$ cat config.mk
export PLATFORM = sky130hd
export DESIGN_NAME = serial_addsub
export DESIGN_NICKNAME = d
export VERILOG_FILES = /design/src/rtl/serial_addsub.sv
export SDC_FILE = /design/constraint.sdc
export NUM_CORES = 1
export LEC_CHECK = 0
export CAP_MARGIN = 20
export CELL_PAD_IN_SITES_DETAIL_PLACEMENT = 0
export CELL_PAD_IN_SITES_GLOBAL_PLACEMENT = 1
export CORE_UTILIZATION = 44
export CTS_BUF_LIST = sky130_fd_sc_hd__clkbuf_2 sky130_fd_sc_hd__clkbuf_4 sky130_fd_sc_hd__clkbuf_8
export DETAILED_ROUTE_END_ITERATION = 8
export PLACE_DENSITY_LB_ADDON = 0.1
export SYNTH_ARGS = -nofsm -noshare
export SYNTH_HDL_FRONTEND = slang
export SYNTH_SLANG_ARGS = --single-unit
$ cat constraint.sdc
create_clock -name clk -period 2.3 [get_ports clk]
set_input_delay 0.23 -clock clk [delete_from_list [all_inputs] [get_ports clk]]
set_output_delay 0.23 -clock clk [all_outputs]
set_load 0.02 [all_outputs]
$ cat src/rtl/serial_addsub.sv
// Digit-serial adder/subtractor: DIGIT bits per cycle, LSB digit first.
// Reports the final carry (1 = no borrow on subtract) and signed overflow, with a done strobe.
module serial_addsub #(
   parameter int WIDTH = 8,
   parameter int DIGIT = 1
) (
   input  logic             clk,
   input  logic             rst,
   input  logic             en,
   input  logic             sub,
   input  logic [WIDTH-1:0] a,
   input  logic [WIDTH-1:0] b,
   output logic [WIDTH-1:0] out,
   output logic             cout,
   output logic             ovf,
   output logic             busy,
   output logic             done
);

   localparam int NDIG = WIDTH / DIGIT;
   localparam int CW   = (NDIG > 1) ? $clog2(NDIG) : 1;

   generate
      if (WIDTH < 2 || DIGIT < 1 || (WIDTH % DIGIT) != 0) begin : g_bad_params
         $error("serial_addsub: WIDTH must be >= 2 and a multiple of DIGIT");
      end
   endgenerate

   typedef enum logic [1:0] {
      IDLE = 2'd0,
      RUN  = 2'd1,
      DONE = 2'd2
   } state_t;

   state_t           state_q;
   logic [WIDTH-1:0] a_q;
   logic [WIDTH-1:0] b_q;
   logic [WIDTH-1:0] out_q;
   logic [CW-1:0]    cnt_q;
   logic             carry_q;
   logic             cout_q;
   logic             ovf_q;
   logic             sa_q;
   logic             sb_q;

   logic [WIDTH-1:0] b_in_d;
   logic [DIGIT:0]   digit_sum_d;
   logic [DIGIT-1:0] s_d;
   logic             c_d;
   logic [WIDTH-1:0] out_d;
   logic             start_d;
   logic             last_d;

   always_comb begin
      b_in_d      = sub ? ~b : b;
      digit_sum_d = {1'b0, a_q[DIGIT-1:0]} + {1'b0, b_q[DIGIT-1:0]} + {{DIGIT{1'b0}}, carry_q};
      s_d         = digit_sum_d[DIGIT-1:0];
      c_d         = digit_sum_d[DIGIT];
      // New digit enters at the MSB end so the first (LSB) digit ends up at bit 0.
      out_d       = (out_q >> DIGIT) | (WIDTH'(s_d) << (WIDTH - DIGIT));
      start_d     = en && (state_q == IDLE || state_q == DONE);
      last_d      = (cnt_q == CW'(NDIG - 1));
   end

   always_ff @(posedge clk or negedge rst) begin
      if (!rst) begin
         state_q <= IDLE;
         a_q     <= '0;
         b_q     <= '0;
         out_q   <= '0;
         cnt_q   <= '0;
         carry_q <= 1'b0;
         cout_q  <= 1'b0;
         ovf_q   <= 1'b0;
         sa_q    <= 1'b0;
         sb_q    <= 1'b0;
      end else if (start_d) begin
         a_q     <= a;
         b_q     <= b_in_d;
         carry_q <= sub;
         cnt_q   <= '0;
         out_q   <= '0;
         cout_q  <= 1'b0;
         ovf_q   <= 1'b0;
         sa_q    <= a[WIDTH-1];
         sb_q    <= b_in_d[WIDTH-1];
         state_q <= RUN;
      end else begin
         case (state_q)
            IDLE: begin
            end
            RUN: begin
               out_q   <= out_d;
               a_q     <= a_q >> DIGIT;
               b_q     <= b_q >> DIGIT;
               carry_q <= c_d;
               cnt_q   <= cnt_q + CW'(1);
               if (last_d) begin
                  cout_q  <= c_d;
                  ovf_q   <= (sa_q == sb_q) && (s_d[DIGIT-1] != sa_q);
                  state_q <= DONE;
               end
            end
            DONE: state_q <= IDLE;
            default: state_q <= IDLE;
         endcase
      end
   end

   assign out  = out_q;
   assign cout = cout_q;
   assign ovf  = ovf_q;
   assign busy = (state_q == RUN);
   assign done = (state_q == DONE);

endmodule

Clock nets:
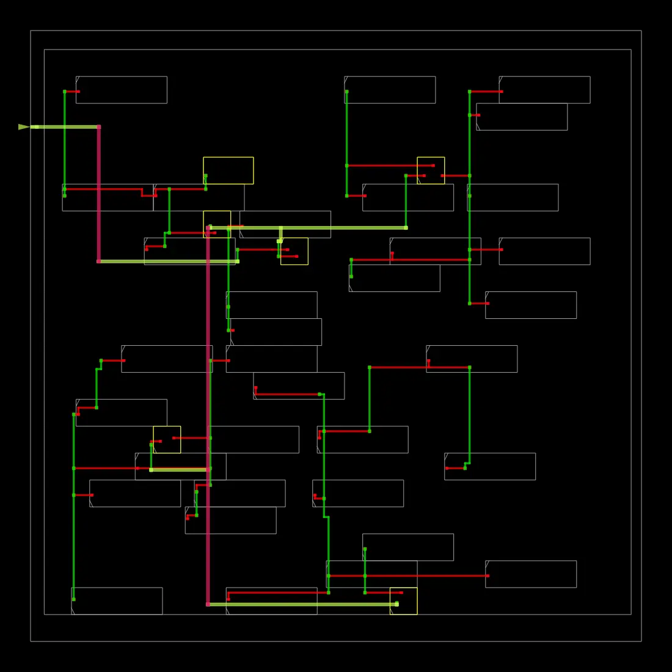
final-layout clock buffer total: 6
flop count: 34
final setup skew: 13.4 ps

Clock distribution:
(10 px per um)
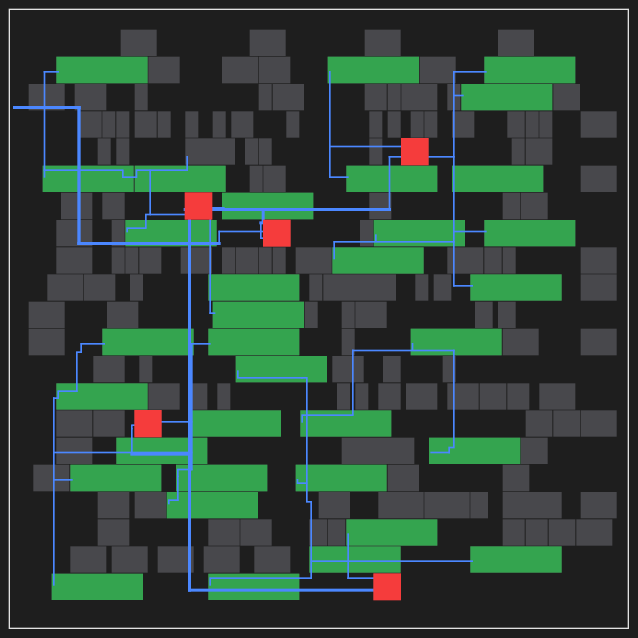
[clock wires] blue | length: 431 um
[clock-net drivers] red | count: 5
[flip-flops] green | count: 34
flops lie	all over the die

==> cell usage in the layout, fill, tap and decap left out, types with 2 or more instances in the layout <==
| cell type | count |
|---|---|
| buf_4 | 4 |
| clkdlybuf4s50_1 | 31 |
| nand3_1 | 6 |
| clkbuf_4 | 5 |
| nor2_1 | 11 |
| o21ai_0 | 4 |
| a22o_1 | 10 |
| a22oi_1 | 3 |
| a221o_1 | 2 |
| ha_1 | 2 |
| dfrtp_1 | 34 |
| inv_1 | 4 |
| nand2_1 | 27 |
| xor2_1 | 7 |
| o2bb2ai_1 | 2 |
| nand2b_1 | 2 |
| a31oi_1 | 10 |
==> stage by stage <==
stage / cell area (sq um) / std cells / setup WS [ps] / hold WS, ps
3_5_place_dp: 1880 / 216 / 599 / 484
2_1_floorplan: 1570 / 145 / 802 / -65.6
3_3_place_gp: 1880 / 216 / 624 / 474
4_1_cts: 1930 / 222 / 205 / 294
5_1_grt: 1930 / 222 / 125 / 306
6_report: 1930 / 222 / 234 / 285
==> per-layer routing <==
| metal | global-route usage, % | vias to the layer above |
|---|---|---|
| met5 | 0 | - |
| met4 | 7.62 | 0 |
| met3 | 6.83 | 5 |
| met2 | 27.5 | 29 |
| met1 | 23.5 | 548 |
| li1 | - | 561 |
==> kinds of logic (layout without fill, tap and decap cells) <==
| logic type | after synthesis | in the layout | synth area share, % |
|---|---|---|---|
| buffers and inverters | 15 | 46 | 7.64 |
| XOR/XNOR | 8 | 8 | 4.46 |
| adder cells (fa/ha/maj) | 3 | 3 | 2.87 |
| flip-flops | 34 | 34 | 54.1 |
| AND/OR/NAND/NOR | 52 | 52 | 15.1 |
| AND-OR/OR-AND | 33 | 33 | 15.8 |
==> worst max-delay path: cells and delay by family (launching register included) <==
kind	cells	cell delay (ps)
flops	1	390
simple gates	1	280
buf+inv	2	820
==> out/summary.txt <==
status: complete, no violations
worst min-delay path class: input port to async pin
post-layout util: 57.0%
Final min period: 2070 ps
post-route ant nets: 0
CTS tree: built
Distinct lib cells used: 31
Inserted Diodes: 0
overall power: 2.57 mW
CTS root buffer: clkbuf_4
Avg Inst Size Synth: 10.8 sq um
count leader, synth: dfrtp_1
area leader, netlist: dfrtp_1
First DRT Iteration DRCs: 51
Seq group: 1.04 mW
tap cells: 46
internal power: 1.57 mW
Worst setup EP type: primary output
slowest cell on the critical path: clkdlybuf4s50_1
CP cell instances: nand2b_1 > inv_12 > clkdlybuf4s50_1
yosys cell count: 145
Rel. slew slack: 67.8%
EDFF count, synth: 0
Top Consumer: combinational logic
max incr delay on CP: 620 ps
CTS Hold Buffers Added: 0
Ports: 32
clk tree area frac: 2.66%
Seq area share: 44.0%
Synth Flop Type: dfrtp_1
Post-Synthesis Cell Area: 1570 sq um
logic share of the area: 31.1%
logic area: 601 sq um
reg2reg start: b_q[0]
crit path DRT: 2070 ps
reg2reg setup slack: 720 ps
CP startpoint: state_q[1]
Comb pwr share: 46.9%
biggest area cells: dfrtp_1 (54%), nand2_1 (6.4%), a22o_1 (5.6%)
Layout Nets: 200
GP Congestion: 0.707
number of non-clock inverters: 5
WS Path Type: flip-flop to primary output
synthesis warning total: 0
P_clk: 0.322 mW
I/O Buffers: 31
Worst Path Arrival: 1840 ps
area share, top type: 54.1%
total number of vias: 1,143
Sequential cell area: 851 sq um
Site Rows: 21
Syn Inst Count: 145
RSZ-0062 raised after global routing: no
final setup TNS: 0 ps
first-pass GRT wire length: 4.82 mm
CP startpoint kind: flip-flop
pin count of the biggest net entering global routing: 35
leakage power: 0.864 nW
register share of total power: 40.6%
Init Core Util: 46.4%
Synth flops: 34
Clock transition at path regs: 100 ps
fillers: 315
Remaining DRCs: 0
vias in the first global route: 1,064
DR WL/cell: 13.4 um
Max Slew Vio Count: 0
Worst Setup EP: busy
Clk Latency, worst-skew pair: 340 ps
max layer used: met4
Die Area: 3810 sq um
Log Warnings: 26
Net Sw Frac: 39.0%
layout cells sized above 1: 7.39%
chip height: 61.8 um
die width: 61.8 um
top cells by count, synth: dfrtp_1 (34), nand2_1 (27), nor2_1 (11), a22o_1 (10), a31oi_1 (10)
PwrDens: 1330 nW/um^2
GRT Total Usage: 18.1%
buffering overhead: 17.6%
Non-Clock Buffer Count: 35
final period utilization: 89.8%
worst reg2reg path depth: 4
largest fanout on the critical path: 27
final hold viol count: 0
Finish-stage setup viols: 0
max cap viols: 0
Power figures rest on the tool's default switching activity, not on a simulated workload.
